$ cat src/rtl/step_pulse_gen_pkg.sv
// Package shared by the step pulse generator and its debouncer.
// Holds the FSM state encoding (also driven onto the debug LEDs),
// the synchronizer depth and the length of the post-reset arm window.
package step_pulse_gen_pkg;

    typedef enum logic [1:0] {
        ST_IDLE     = 2'd0,
        ST_RUN      = 2'd1,
        ST_WAIT_REL = 2'd2,
        ST_HALTED   = 2'd3
    } state_t;

    localparam int SYNC_STAGES = 2;

    // Number of clk after reset during which ticks and presses are ignored.
    localparam int ARM_CYCLES = 3;

endpackage : step_pulse_gen_pkg

$ cat src/rtl/step_pulse_gen_debouncer.sv
// Pushbutton conditioner: synchronizes the raw button, debounces it and
// produces a registered one-clk strobe on each debounced 0->1 transition.
// Ports:
//   clk    in   system clock, rising edge
//   reset  in   synchronous, active-high; clears synchronizer, counter, level, strobe
//   din    in   raw button level, asynchronous and bouncy
//   dout   out  debounced button level
//   rise   out  one-clk strobe on a debounced 0->1 transition
module step_pulse_gen_debouncer
    import step_pulse_gen_pkg::*;
#(
    parameter int DEBOUNCE_CYCLES = 1_000_000
) (
    input  logic clk,
    input  logic reset,
    input  logic din,
    output logic dout,
    output logic rise
);

    // One extra bit so the counter also fits DEBOUNCE_CYCLES=1.
    localparam int CNT_BITS = $clog2(DEBOUNCE_CYCLES + 1);
    localparam logic [CNT_BITS-1:0] CNT_LAST = CNT_BITS'(DEBOUNCE_CYCLES - 1);

    logic [SYNC_STAGES-1:0] sync;
    logic [CNT_BITS-1:0]    cnt;
    logic                   level;
    logic                   synced;

    assign synced = sync[SYNC_STAGES-1];
    assign dout   = level;

    always_ff @(posedge clk) begin
        // NOTE: non-blocking assignments here so every register samples the
        // pre-edge values; blocking would collapse the synchronizer chain.
        if (reset) begin
            sync  <= '0;
            cnt   <= '0;
            level <= 1'b0;
            rise  <= 1'b0;
        end else begin
            sync <= {sync[SYNC_STAGES-2:0], din};
            rise <= 1'b0;
            if (synced != level) begin
                // Accept the new level only after DEBOUNCE_CYCLES
                // consecutive differing samples.
                if (cnt == CNT_LAST) begin
                    level <= synced;
                    cnt   <= '0;
                    rise  <= synced;
                end else begin
                    cnt <= cnt + 1'b1;
                end
            end else begin
                cnt <= '0;
            end
        end
    end

endmodule : step_pulse_gen_debouncer

$ cat src/rtl/step_pulse_gen.sv
// Step strobe generator for the multicycle CPU clock enable.
// Free-runs on rising edges of the divided slow clock level, or single-steps
// from a debounced pushbutton; a CPU halt freezes stepping until reset.
// Ports:
//   clk         in   system clock, rising edge
//   reset       in   synchronous, active-high; clears all state
//   slow_lvl    in   divided-clock level, asynchronous to clk
//   btn_step    in   raw pushbutton, active-high, asynchronous and bouncy
//   auto_mode   in   1 = free-run on slow_lvl rises, 0 = manual button stepping
//   halt        in   synchronous halt request from the CPU
//   step_en     out  one-clk strobe, CPU advances one cycle
//   step_count  out  step_en pulses since reset, wraps modulo 2^CNT_W
//   state_dbg   out  FSM state encoding for LEDs
module step_pulse_gen
    import step_pulse_gen_pkg::*;
#(
    parameter int DEBOUNCE_CYCLES = 1_000_000,
    parameter int CNT_W           = 16
) (
    input  logic             clk,
    input  logic             reset,
    input  logic             slow_lvl,
    input  logic             btn_step,
    input  logic             auto_mode,
    input  logic             halt,
    output logic             step_en,
    output logic [CNT_W-1:0] step_count,
    output logic [1:0]       state_dbg
);

    localparam logic [1:0] ARM_LAST = 2'(ARM_CYCLES);

    state_t                 state;
    state_t                 state_next;
    logic                   step_next;
    logic [SYNC_STAGES-1:0] slow_sync;
    logic                   slow_prev;
    logic [1:0]             arm_cnt;
    logic                   armed;
    logic                   tick;
    logic                   press;
    logic                   btn_level;

    step_pulse_gen_debouncer #(
        .DEBOUNCE_CYCLES(DEBOUNCE_CYCLES)
    ) u_debouncer (
        .clk   (clk),
        .reset (reset),
        .din   (btn_step),
        .dout  (btn_level),
        .rise  (press)
    );

    // Ticks and presses are masked until the arm window has elapsed, so a
    // level already high when reset is released cannot produce a pulse.
    assign armed     = (arm_cnt == ARM_LAST);
    assign tick      = slow_sync[SYNC_STAGES-1] & ~slow_prev & armed;
    assign state_dbg = state;

    always_comb begin
        // NOTE: defaults first so every path assigns both outputs and no
        // latch is inferred.
        state_next = state;
        step_next  = 1'b0;
        if (halt) begin
            state_next = ST_HALTED;
        end else begin
            case (state)
                ST_IDLE: begin
                    if (auto_mode) begin
                        state_next = ST_RUN;
                    end else if (press && armed) begin
                        step_next  = 1'b1;
                        state_next = ST_WAIT_REL;
                    end
                end
                ST_RUN: begin
                    // Leaving RUN drops a tick arriving in the same cycle.
                    if (!auto_mode) begin
                        state_next = ST_IDLE;
                    end else begin
                        step_next = tick;
                    end
                end
                ST_WAIT_REL: begin
                    if (!btn_level) begin
                        state_next = ST_IDLE;
                    end
                end
                ST_HALTED: begin
                    state_next = ST_HALTED;
                end
                default: begin
                    state_next = ST_IDLE;
                end
            endcase
        end
    end

    // step_en is registered, adding one clk after the 2-stage synchronizer:
    // a slow_lvl rise shows up on step_en three clk later.
    always_ff @(posedge clk) begin
        if (reset) begin
            state      <= ST_IDLE;
            step_en    <= 1'b0;
            step_count <= '0;
            slow_sync  <= '0;
            slow_prev  <= 1'b0;
            arm_cnt    <= '0;
        end else begin
            state     <= state_next;
            step_en   <= step_next;
            slow_sync <= {slow_sync[SYNC_STAGES-2:0], slow_lvl};
            slow_prev <= slow_sync[SYNC_STAGES-1];
            if (!armed) begin
                arm_cnt <= arm_cnt + 1'b1;
            end
            if (step_next) begin
                step_count <= step_count + 1'b1;
            end
        end
    end

endmodule : step_pulse_gen

$ cat config.mk
export PLATFORM = sky130hd
export DESIGN_NAME = step_pulse_gen
export DESIGN_NICKNAME = d
export VERILOG_FILES = /design/src/rtl/step_pulse_gen_pkg.sv /design/src/rtl/step_pulse_gen_debouncer.sv /design/src/rtl/step_pulse_gen.sv
export SDC_FILE = /design/constraint.sdc
export NUM_CORES = 1
export LEC_CHECK = 0
export CORE_MARGIN = 8
export CORE_UTILIZATION = 50
export DETAILED_ROUTE_END_ITERATION = 10
export PLACE_DENSITY = 0.83
export SETUP_SLACK_MARGIN = 0.02
export SYNTH_ARGS = -nofsm -noshare
export SYNTH_HDL_FRONTEND = slang
export SYNTH_SLANG_ARGS = --single-unit
$ cat constraint.sdc
create_clock -name clk -period 2.75 [get_ports clk]
set_input_delay 0.4125 -clock clk [delete_from_list [all_inputs] [get_ports clk]]
set_output_delay 0.4125 -clock clk [all_outputs]
set_load 0.1 [all_outputs]
**Run 1: selected gate families**

Drawn at 4 px/um.
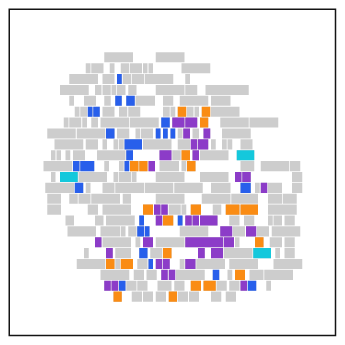
Key: purple = aoi and oai cells [cells 35]; blue = nand cells [cells 26]; orange = and/or cells [cells 21]; cyan = fa/ha/maj cells [cells 3]
Final Instance Count excl. Fillers: 310
highest-count logic cell in the final layout: dfxtp_1
combinational share of cell area: 44.40%

**Run 1: routed clock nets over the placement**

Drawn at 6 px/um.
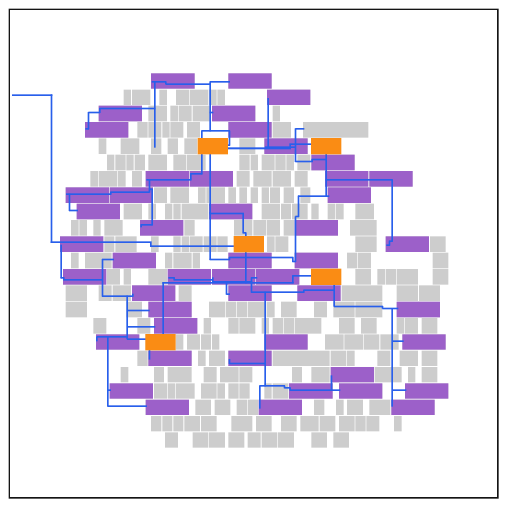
Key: purple = flip-flops [count 48]; blue = clock wires [length 542 um]; orange = clock-net drivers [count 5]
There are 6 routed clock nets.
later-pin clock latency in the skew report: 300 ps
Clk pwr share: 39.0%

**Run 1: ports around the boundary**

Drawn at 4 px/um. Pins as bars across the die edge, other pins in gray.
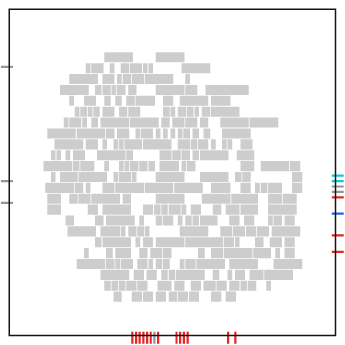
Key: blue = `step_en` [pins 1, direction output, edge right]; cyan = `state_dbg` [pins 2, direction output, edge right]; red = `step_count` [pins 16, direction output, edge 13 bottom, 3 right]
All pins by edge: 14 bottom, 8 right, 3 left.
Port Buffers: 24
die width: 81.19 um

==> flow_summary.toml, run 1 <==
# generated from flow reports
[final_timing]
rsz0062_at_grt = "no"
drv_slew = 0
finalHoldViolations = 0
setup_ws_ps = 715.5
fin_crit_sh_pct = 73.98
hold_slack_ps = 441.6
tightest_slew_ps = 684.5
max_freq_mhz = 491.5
final.min_clock_period_ps = 2035
skew_ps = 9.650
final.setup.tns_ps = 0

[status]
status = "complete, no violations"

[detailed_routing]
avgRoutedWirePerCell_um = 12.88
wl_um = 3994
viasPerCell = 5.513
drc = 0
wl_met3_um = 214
drt_iter0_markers = 95
routed.top_layer = "met4"
met1_length_um = 1903
route.met2.wl_um = 1852
dr.pass1.iters = 4
num_vias = 1709

[place]
finalWeightedCongestion = 0.7545
preCtsSetupSlack_ps = 479.2
placedCellCount = 302
dp_hpwl_um = 2887

[synth]
ys_sh_xor_pct = 8.657
compound_area_share_pct = 11.48
ys.flops = 48
ff_type = "dfxtp_1"
fp_nets = 241
synthCells = 232
yosys_area_um2 = 2125
edf_count = 0
yosysTopAreaCellShare_pct = 45.23
top_cells_by_area = "dfxtp_1 45%, xnor2_1 6.6%, nor2_1 6.0%"
ys_seq_share_pct = 45.23
synthTopLogicFamily = "simple AND/OR/NAND/NOR gates"
largest_area_cell = "dfxtp_1"
synth_top_cell_by_count = "dfxtp_1"
ys_cells = 232
yosysWarnings = 0
synth-async-reset-ratio_pct = 0
mappedNetlistArea_um2 = 2125
synthDistinctLibCells = 46

[job]
tool_warnings = 26
cap_violations = 0

[power]
powerSeq_uw = 715
intPower_mw = 1.001
pwr-share-seq_pct = 55.9
pwr-share-comb_pct = 5.1
power_density_nw_per_um2 = 518.3
pg_comb_uw = 64.6
irDropWorstVdd_mv = 0.3229
p_leak_nw = 0.8209
powerClk_uw = 499
total_power_mw = 1.279

[final_layout]
num-fill-cells = 353
logic_area_um2 = 1096
largestClassByArea = "multi-input combinational cells"
final-seq-area_um2 = 960.9
buffer_area_share_pct = 8.414
top_register = "u_debouncer.cnt"
fin_nets = 268
comb_cells = 170
area_growth_pct = 16.20
clk_share_pct = 4.511
clkbuf_count = 5
signal_buffers = 26
largest_reg_flops = 20
lay_top_cells = "48 x dfxtp_1, 34 x nor2_1, 21 x buf_4"
top_regs = "u_debouncer.cnt x20, step_count x16"
drive_above_1_share_pct = 15.38
fin_area_um2 = 2469
utilization_pct = 60.84
flop-count = 48
num_antenna_cells = 0
seq_share_pct = 38.93

[global_routing]
global_route.usage.met2_pct = 21.57
grtUsageTotal_pct = 13.15
grt_max_degree = 18
antenna_found_initial = 0
grt_pass1_vias = 1624
overflow = 0
grtUsageMet3_pct = 4.194
met1_usage_pct = 15.74
grt_first_pass_wirelength_um = 7024

[critical_path]
reg2reg_slack_ps = 720
reg2reg_to = "u_debouncer.cnt[10]"
reg2reg_depth = 4
cp_max_fo = 17
worst_path_max_delay_cell = "o21ai_2"
crit_path_start_kind = "flip-flop"
critPathLaunch = "u_debouncer.cnt[11]"
crit_end = "u_debouncer.cnt[10]"
path_delay_family = "simple AND/OR/NAND/NOR gates"
path_cells = "nor4b_1 -> nand4_1 -> o21ai_2 -> nor2_1"
cp_num_cells = 4
cp.buffers_inverters = 0
arrival_ps = 2200

[die]
coreArea_um2 = 4058
fp-utilization_pct = 52.36
die_area_um2 = 6591

[clock_network]
clock_sinks = 48
root_buffer = "clkbuf_8"
numCtsBuffers = 5
path_clk_slew_ps = 90
cts_tree = "done"
cts_buffer_depth = 2
holdBufCountCts = 0
cts-htree-levels = 2
cts_resized = 0
postCtsSetupBuffers = 0

[min_path]
worstHoldPathType = "reg2reg"
worstHoldStart = "slow_sync[0]"
hold_path_end = "slow_sync[1]"
**Run 1: wiring by layer**

Drawn at 3 px/um. Only two layers are drawn.
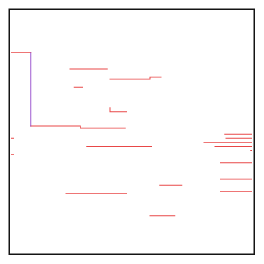

==> run 1 -> run 2 <==
- clock period: 2.75 -> 1.95 ns (I/O delays scaled with it)
**Run 2: wiring by layer**

Drawn at 3 px/um. Only two layers are drawn.
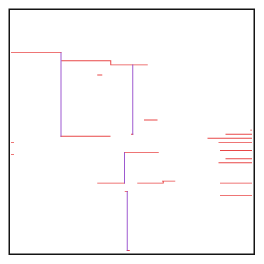
Key: red = M3 [wire length 189 um]; purple = M4 [wire length 80.9 um]
Global Route Usage Sum: 13.85%
WL/cell: 13.02 um

==> run 2 against run 1 <==
Against the previous run: non-clock buffer count up 13; power up 35%; synthesized cell count is the same; hold slack improved by 11 ps; clock skew is 0.82 ps higher; combinational power increased by 52%; routed wire length increased by 5.3%; count of clock-buffer cells in the layout up 1; utilization increased by 2.5 points; critical path type is now in2reg; critical endpoint is now step_count[15]; largest cell class unchanged; highest routed layer unchanged.
==> flow_summary.toml, run 2 <==
# generated from flow reports
[detailed_routing]
num_vias = 1774
wl_met3_um = 189
routed.top_layer = "met4"
drt_iter0_markers = 79
met1_length_um = 1924
dr.pass1.iters = 4
drc = 0
viasPerCell = 5.492
wl_um = 4206
ant_nets = 0
route.met2.wl_um = 2011

[final_layout]
drive_above_1_share_pct = 24.54
clk_share_pct = 3.603
utilization_pct = 63.34
largest_reg_flops = 20
num-fill-cells = 342
num_antenna_cells = 0
clkbuf_count = 6
fin_cells = 323
logic_area_um2 = 1102
seq_share_pct = 38.02
largestClassByArea = "multi-input combinational cells"
buffer_area_share_pct = 11.88
lay_top_cells = "35 x dfxtp_1, 34 x nor2_1, 34 x buf_4"
top_register = "u_debouncer.cnt"
fin_nets = 281
top_regs = "u_debouncer.cnt x20, step_count x16"
fin_area_um2 = 2570
area_growth_pct = 20.97
comb_cells = 170
final-seq-area_um2 = 977.2
signal_buffers = 39
inverters = 8
flop-count = 48
layout_top_cell = "dfxtp_1"
comb_share_pct = 42.89

[synth]
synthCells = 232
ys_seq_share_pct = 45.23
edf_count = 0
ys_cells = 232
yosys_area_um2 = 2125
top_cells_by_count = "48 x dfxtp_1, 34 x nor2_1, 16 x xnor2_1, 12 x a21oi_1"
synth_top_cell_by_count = "dfxtp_1"
adder_share_pct = 1.767
compound_area_share_pct = 11.48
ys_sh_simple_pct = 27.74
avgSynthCellArea_um2 = 9.157
synthDistinctLibCells = 46
fp_nets = 241
ys_sh_xor_pct = 8.657
synthTopLogicFamily = "simple AND/OR/NAND/NOR gates"
top_cells_by_area = "dfxtp_1 45%, xnor2_1 6.6%, nor2_1 6.0%"
yosysTopAreaCellShare_pct = 45.23
synth-async-reset-ratio_pct = 0
ys_sh_mux_pct = 1.943
largest_area_cell = "dfxtp_1"
yosysWarnings = 0
ff_type = "dfxtp_1"
ys.flops = 48
mappedNetlistArea_um2 = 2125

[critical_path]
cp_max_fo = 5
reg2reg_to = "step_count[15]"
path_class = "in2reg"
reg2reg_slack_ps = 230
r2r-start = "arm_cnt[0]"
arrival_ps = 2040
critPathLaunch = "auto_mode"
cpPeakStageDelay_ps = 560
path_cells = "clkdlybuf4s50_1 -> and4b_1 -> o2111ai_4 -> or4_1 -> a21oi_1"
path_delay_family = "simple AND/OR/NAND/NOR gates"
cp_num_cells = 5
worstSetupEndpointType = "flip-flop"
crit_path_start_kind = "input port"
cp.buffers_inverters = 1
worst_path_max_delay_cell = "clkdlybuf4s50_1"
reg2reg_depth = 5
crit_end = "step_count[15]"

[job]
cap_violations = 0
tool_warnings = 26

[final_timing]
setup_ws_ps = 149.5
max_freq_mhz = 555.4
skew_ps = 10.47
fin_crit_sh_pct = 92.33
setup_viol = 0
tightest_slew_ps = 595.8
finalHoldViolations = 0
final.min_clock_period_ps = 1800
rsz0062_at_grt = "no"
hold_slack_ps = 452.2
relSlewSlack_pct = 59.92
drv_slew = 0
final.setup.tns_ps = 0

[clock_network]
cts-htree-levels = 2
clock_sinks = 48
path_clk_slew_ps = 80
cts_resized = 0
root_buffer = "clkbuf_8"
cts_buffer_depth = 2
postCtsSetupBuffers = 0
numCtsBuffers = 5
insertion_delay_ps = 310
cts_tree = "done"
holdBufCountCts = 0

[power]
pwr-share-seq_pct = 58.5
powerClk_uw = 619
irDropWorstVdd_mv = 0.4239
pg_comb_uw = 98.3
p_leak_nw = 0.8887
power_density_nw_per_um2 = 672.1
powerSeq_mw = 1.01
intPower_mw = 1.322
total_power_mw = 1.727
pwr-share-comb_pct = 5.7
clock_power_share_pct = 35.8
switching_share_pct = 23.47

[min_path]
hold_depth = 1
worstHoldPathType = "reg2reg"
hold_path_end = "u_debouncer.sync[1]"
worstHoldStart = "u_debouncer.sync[0]"

[global_routing]
grtUsageMet3_pct = 4.084
grt_pass1_vias = 1687
grt_first_pass_wirelength_um = 7279
met1_usage_pct = 15.44
grt_max_degree = 22
antenna_found_initial = 0
global_route.usage.met2_pct = 23.42
overflow = 0

[die]
io_pins = 25
fp-utilization_pct = 52.36
taps = 50
die_area_um2 = 6591
die_w_um = 81.19
rows = 23
coreArea_um2 = 4058

[place]
dp_hpwl_um = 3092
preCtsSetupSlack_ps = -177.3
port_buffers = 24
finalWeightedCongestion = 0.7642
placedCellCount = 315

[status]
status = "complete, no violations"
**Run 2: ports around the boundary**

Drawn at 4 px/um. Pins as bars across the die edge, other pins in gray.
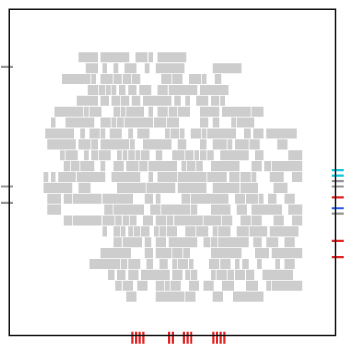
Key: blue = `step_en` [pins 1, direction output, edge right]; red = `step_count` [pins 16, direction output, edge 13 bottom, 3 right]; cyan = `state_dbg` [pins 2, direction output, edge right]
All pins by edge: 13 bottom, 9 right, 3 left.
die height: 81.19 um

Power is estimated from default activity; no workload was simulated.
